## src/rtl/fetch_stage.sv

```systemverilog
// ----------------------------------------------------------------------------
// fetch_stage
//
// Instruction-fetch stage sitting directly in front of a combinational
// instruction memory. Owns the program counter, drives the word index into
// the memory, and captures the returned instruction into the IF/ID pipeline
// register for decode. Handles hazard stalls and EX-resolved redirects
// (taken branch / JAL / JALR), flushing the wrong-path instruction.
//
// Parameters:
//   RESET_PC  byte address loaded into the PC on reset
//   ADDR_W    instruction-memory word-index width
//
// Ports:
//   clk            in   system clock, rising edge
//   reset_n        in   asynchronous active-low reset
//   stall_i        in   hazard stall: hold PC and IF/ID
//   redirect_i     in   redirect request from EX (beats stall_i)
//   redirect_pc_i  in   redirect target byte address (low 2 bits ignored)
//   imem_addr_o    out  word index to instruction memory = pc[ADDR_W+1:2]
//   imem_instr_i   in   instruction returned combinationally for imem_addr_o
//   pc_o           out  current fetch PC
//   if_id_pc_o     out  PC of the instruction held in IF/ID
//   if_id_pc4_o    out  if_id_pc_o + 4 (link value for JAL/JALR)
//   if_id_instr_o  out  instruction held in IF/ID
//   if_id_valid_o  out  IF/ID holds a real instruction (0 = bubble)
//
// Optional feature, macro FETCH_PERF_CNT_EN:
//   fetch_cnt_o    out  count of normal fetches (wraps modulo 2^32)
//   flush_cnt_o    out  count of redirect edges (wraps modulo 2^32)
// ----------------------------------------------------------------------------
module fetch_stage #(
    parameter logic [31:0] RESET_PC = 32'h0000_0000,
    parameter int          ADDR_W   = 8
) (
    input  logic              clk,
    input  logic              reset_n,
    input  logic              stall_i,
    input  logic              redirect_i,
    input  logic [31:0]       redirect_pc_i,
    output logic [ADDR_W-1:0] imem_addr_o,
    input  logic [31:0]       imem_instr_i,
    output logic [31:0]       pc_o,
    output logic [31:0]       if_id_pc_o,
    output logic [31:0]       if_id_pc4_o,
    output logic [31:0]       if_id_instr_o,
    output logic              if_id_valid_o
`ifdef FETCH_PERF_CNT_EN
    ,
    output logic [31:0]       fetch_cnt_o,
    output logic [31:0]       flush_cnt_o
`endif
);

    // ADDI x0, x0, 0 -- what a flushed or reset IF/ID slot decodes as.
    localparam logic [31:0] NOP_INSTR = 32'h0000_0013;

    // IF/ID occupancy: BUBBLE after reset/redirect, RUN after a normal fetch.
    localparam logic [0:0] ST_BUBBLE = 1'b0;
    localparam logic [0:0] ST_RUN    = 1'b1;

    logic [31:0] pc_reg,       pc_next;
    logic [31:0] if_pc_reg,    if_pc_next;
    logic [31:0] if_pc4_reg,   if_pc4_next;
    logic [31:0] if_instr_reg, if_instr_next;
    logic [0:0]  state_reg,    state_next;
    logic [31:0] pc_plus4;
    logic        do_fetch;

    // Target alignment drops the low two bits on purpose.
    logic        unused_target_bits;
    assign unused_target_bits = ^redirect_pc_i[1:0];

    // All PC arithmetic wraps modulo 2^32.
    assign pc_plus4 = pc_reg + 32'd4;

    // A normal fetch happens only when neither redirect nor stall is active.
    assign do_fetch = !redirect_i && !stall_i;

    // ------------------------------------------------------------------
    // Next-state logic. Redirect has the highest priority, then stall.
    // On a redirect the IF/ID pc fields still take the current pc so the
    // flushed slot carries a meaningful (if unused) address.
    // ------------------------------------------------------------------
    always_comb begin
        pc_next       = pc_reg;
        if_pc_next    = if_pc_reg;
        if_pc4_next   = if_pc4_reg;
        if_instr_next = if_instr_reg;
        state_next    = state_reg;

        if (redirect_i) begin
            pc_next       = {redirect_pc_i[31:2], 2'b00};
            if_pc_next    = pc_reg;
            if_pc4_next   = pc_plus4;
            if_instr_next = NOP_INSTR;
            state_next    = ST_BUBBLE;
        end else if (!stall_i) begin
            pc_next       = pc_plus4;
            if_pc_next    = pc_reg;
            if_pc4_next   = pc_plus4;
            if_instr_next = imem_instr_i;
            state_next    = ST_RUN;
        end
    end

    always_ff @(posedge clk or negedge reset_n) begin
        if (!reset_n) begin
            pc_reg       <= RESET_PC;
            if_pc_reg    <= 32'h0000_0000;
            if_pc4_reg   <= 32'h0000_0004;
            if_instr_reg <= NOP_INSTR;
            state_reg    <= ST_BUBBLE;
        end else begin
            pc_reg       <= pc_next;
            if_pc_reg    <= if_pc_next;
            if_pc4_reg   <= if_pc4_next;
            if_instr_reg <= if_instr_next;
            state_reg    <= state_next;
        end
    end

`ifdef FETCH_PERF_CNT_EN
    logic [31:0] fetch_cnt_reg;
    logic [31:0] flush_cnt_reg;

    // Redirects that override a stall still count as flushes.
    always_ff @(posedge clk or negedge reset_n) begin
        if (!reset_n) begin
            fetch_cnt_reg <= 32'd0;
            flush_cnt_reg <= 32'd0;
        end else begin
            if (do_fetch) begin
                fetch_cnt_reg <= fetch_cnt_reg + 32'd1;
            end
            if (redirect_i) begin
                flush_cnt_reg <= flush_cnt_reg + 32'd1;
            end
        end
    end

    assign fetch_cnt_o = fetch_cnt_reg;
    assign flush_cnt_o = flush_cnt_reg;
`else
    logic unused_do_fetch;
    assign unused_do_fetch = do_fetch;
`endif

    // Outputs come straight from registers: no path from stall/redirect.
    // The word index wraps naturally by truncation.
    assign imem_addr_o   = pc_reg[ADDR_W+1:2];
    assign pc_o          = pc_reg;
    assign if_id_pc_o    = if_pc_reg;
    assign if_id_pc4_o   = if_pc4_reg;
    assign if_id_instr_o = if_instr_reg;
    assign if_id_valid_o = (state_reg == ST_RUN);

endmodule

```

## config.mk

```make
export PLATFORM = sky130hd
export DESIGN_NAME = fetch_stage
export DESIGN_NICKNAME = d
export VERILOG_FILES = /design/src/rtl/fetch_stage.sv
export SDC_FILE = /design/constraint.sdc
export NUM_CORES = 1
export LEC_CHECK = 0
export CAP_MARGIN = 20
export CORE_MARGIN = 2
export CORE_UTILIZATION = 40
export DETAILED_ROUTE_END_ITERATION = 10
export PLACE_DENSITY = 0.72
export REMOVE_ABC_BUFFERS = 1
export SETUP_SLACK_MARGIN = 0.2
export SYNTH_ARGS = -nofsm -noshare
export SYNTH_HDL_FRONTEND = slang
export SYNTH_SLANG_ARGS = --single-unit
```

## constraint.sdc

```tcl
create_clock -name clk -period 2.7 [get_ports clk]
set_clock_uncertainty 0.2 [all_clocks]
set_input_delay 0.54 -clock clk [delete_from_list [all_inputs] [get_ports clk]]
set_output_delay 0.54 -clock clk [all_outputs]
set_load 0.1 [all_outputs]
```

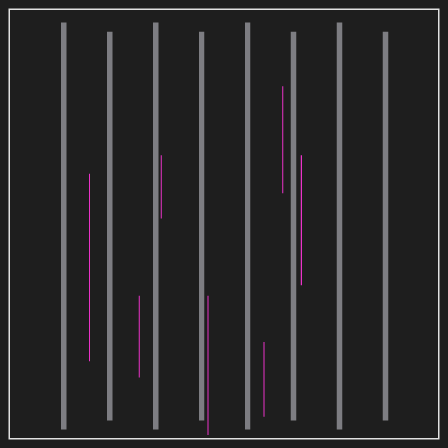
(the metal 4 layer)
Supply wires on this layer in grey.
nets with wire on the layer: 6
wire length on this layer: 229 µm
main direction: vertical
longest straight run: 55.1 µm
share of all routed wire: 1.3%
total wire length after detailed routing: 17.73 mm
count of vias placed by the detailed router: 5399

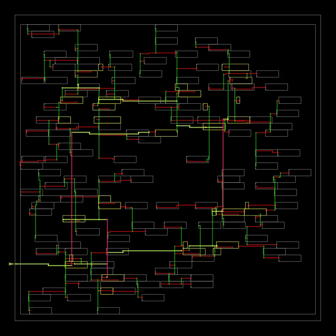
(clock wiring as the flow saved it)
total clock network power: 0.00224 W
num sequential: 123

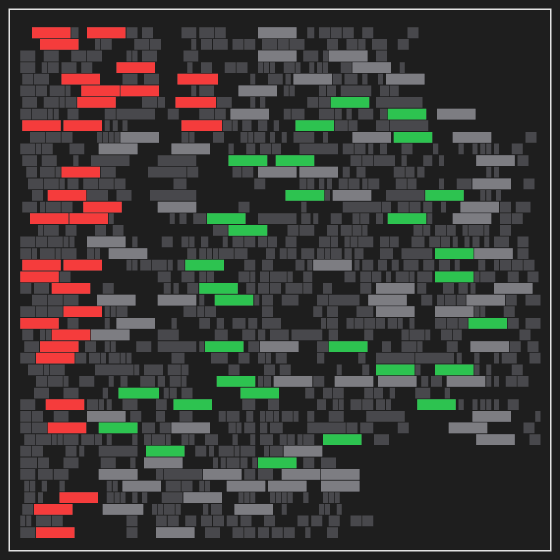
(register map, names as in the netlist)
[if_id_instr_o] red | placed flops: 32 | where: a column on the left
[pc_o] green | placed flops: 30
not coloured: 61
fraction of area in registers: 36.51%
sequential cell area in the final layout: 3084 µm²

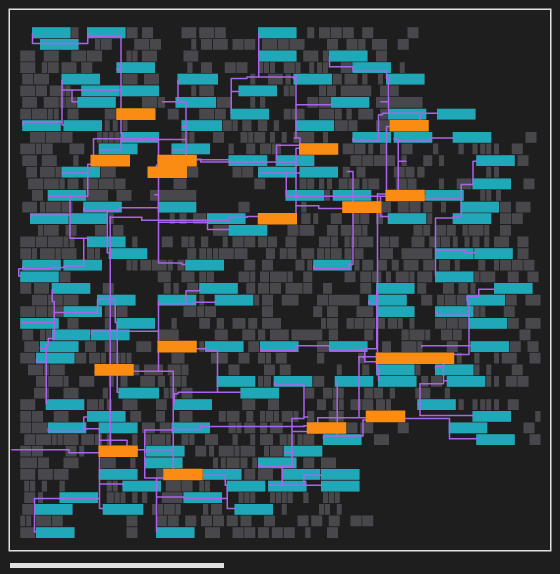
(clock wires, drivers and flops)
Bar = 50 µm.
[clock wires] purple | length: 1640 µm
[flip-flops] cyan | count: 123
[cells driving clock nets] orange | count: 17
routed clock nets: 18
flops lie: spread over the die
Clk Latency, worst-skew pair: 0.41 ns
fraction of power consumed by the clock network: 32.5%

==> results.txt <==
Implementation results.

The flow ran to the end, and the final reports show no timing, DRC or antenna violations. Global routing consumed, over all layers together, 22.55% of the routing resources. The internal power consumption is 0.004007 W.

After layout, the design draws a total of 0.006877 W. Summing all placed instances gives a cell area of 7833 µm². The first global-routing pass estimated 28.53 mm of wire.

The worst hold path belongs to the class register to register. The stage logs contain a warning count of 27. From the final report, the count of setup violators was given as 0.

From synthesis to final layout, the design area changed by 41.08%. The end point of the critical path is pc_o[31]. The yosys synthesis chip area is roughly 6000 µm².

The element type at the critical path start is a register. The number of storage elements in the synthesis netlist is 123. The core region is 14590 µm². In this run the critical register-to-register path is launched from pc_o[12].

The top cell types in the final layout, fill and taps aside, are 165 x buf_4, 134 x nand2_1, 118 x dfrtp_1. The half-perimeter wire length after detailed placement is 12.87 mm. In this run the deepest clock path goes through 2 buffers. In the post-route analysis, the smallest setup slack over all paths is 0.3195 ns.

Routability-driven placement finished with a final weighted congestion of 0.8207. The post-synthesis instance area is 5988 µm². The worst setup path is captured at a register. The number of core rows is about 44.
-- synth_stat cells, drive strengths merged (4+ instances only) --
library cell / instances
nand2: 136
dfrtp: 119
nor2: 67
buf: 36
clkbuf: 35
o21ai: 34
mux2i: 33
a31oi: 25
or4: 24
xnor2: 20
o31ai: 17
nand4: 13
nor3: 13
nand3: 11
or3: 11
inv: 5
nor4: 5
or2: 5
dfstp: 4
or4b: 4
xor2: 4
-- worst min-delay path by stage --
stage	start	to	slack, ns	cells past startpoint
2_1_floorplan	reset_n	if_id_instr_o[10]	0.04	0
3_3_place_gp	if_id_pc_o[3]	if_id_pc_o[3]	0.25	2
3_5_place_dp	if_id_pc_o[11]	if_id_pc_o[11]	0.26	2
4_1_cts	if_id_pc_o[11]	if_id_pc_o[11]	0.27	2
5_1_grt	if_id_pc4_o[2]	if_id_pc4_o[2]	0.30	2
6_report	if_id_pc_o[11]	if_id_pc_o[11]	0.27	2
-- what timing repair did --
action | 4_1_cts | 5_1_grt
endpoints found under the setup margin | 0 | 5
buffers inserted | 0 | 1
resized | 0 | 2
hold endpoints to repair | 44 | 0
hold buffers | 1 | 0
-- through the flow --
stage	TNS [ns]	util, %
final	0	57.91
after global routing	0	57.91
after CTS	0	57.74
after detailed placement	0	53.69
after global placement	0	53.69
after floorplan	-51.33	-
-- cells by family (layout without fill, tap and decap cells) --
family                   count (synthesis)  in the layout  share of synthesized area [%]
AND-OR/OR-AND                           87             87                          9.214
adder cells (fa/ha/maj)                  1              1                         0.2089
flip-flops                             123            123                          51.48
other                                    1              6                        0.06262
XOR/XNOR                                24             24                          3.510
multiplexers                            34             34                          5.704
AND/OR/NAND/NOR                        298            298                          23.57
buffers and inverters                   76            271                          6.247
-- critical path: stages (launching register included) --
cell	delay [ns]
dfrtp_1	0.54
nand2_1	0.16
or4_1	0.67
or4_1	0.54
a31oi_1	0.18
-- per-layer routing --
layer / GRT usage, % / wire (µm) / up-vias
met5: 0 / 0 / -
met4: 7.886 / 229 / 0
met3: 8.182 / 1530 / 17
met2: 36.49 / 8521 / 209
met1: 27.98 / 7451 / 2593
li1: - / - / 2580
-- state kept, by name (all words and copies together) (netlist names) --
| signal | cells |
|---|---|
| if_id_instr_o | 32 |
| if_id_pc4_o | 30 |
| if_id_pc_o | 30 |
| if_id_valid_o | 1 |
| pc_o | 30 |
-- power by group through the flow --
stage                     registers [W]  logic [W]  clock network (W)
final                           0.00219    0.00245            0.00224
after global routing            0.00222    0.00255            0.00235
after CTS                       0.00219    0.00246            0.00228
after detailed placement        0.00222    0.00246                  0
after global placement          0.00221    0.00244                  0
after floorplan                 0.00365   0.000318                  0
-- layout make-up --
class | instances | area share [%]
inverters | 5 | 0.2222
repair buffers | 235 | 23.33
clock buffers | 24 | 5.821
multi-input cells | 450 | 30.35
clock inverters | 7 | 1.052
well taps | 184 | 2.725
flip-flops and latches | 123 | 36.51
Power figures rest on the tool's default switching activity, not on a simulated workload.
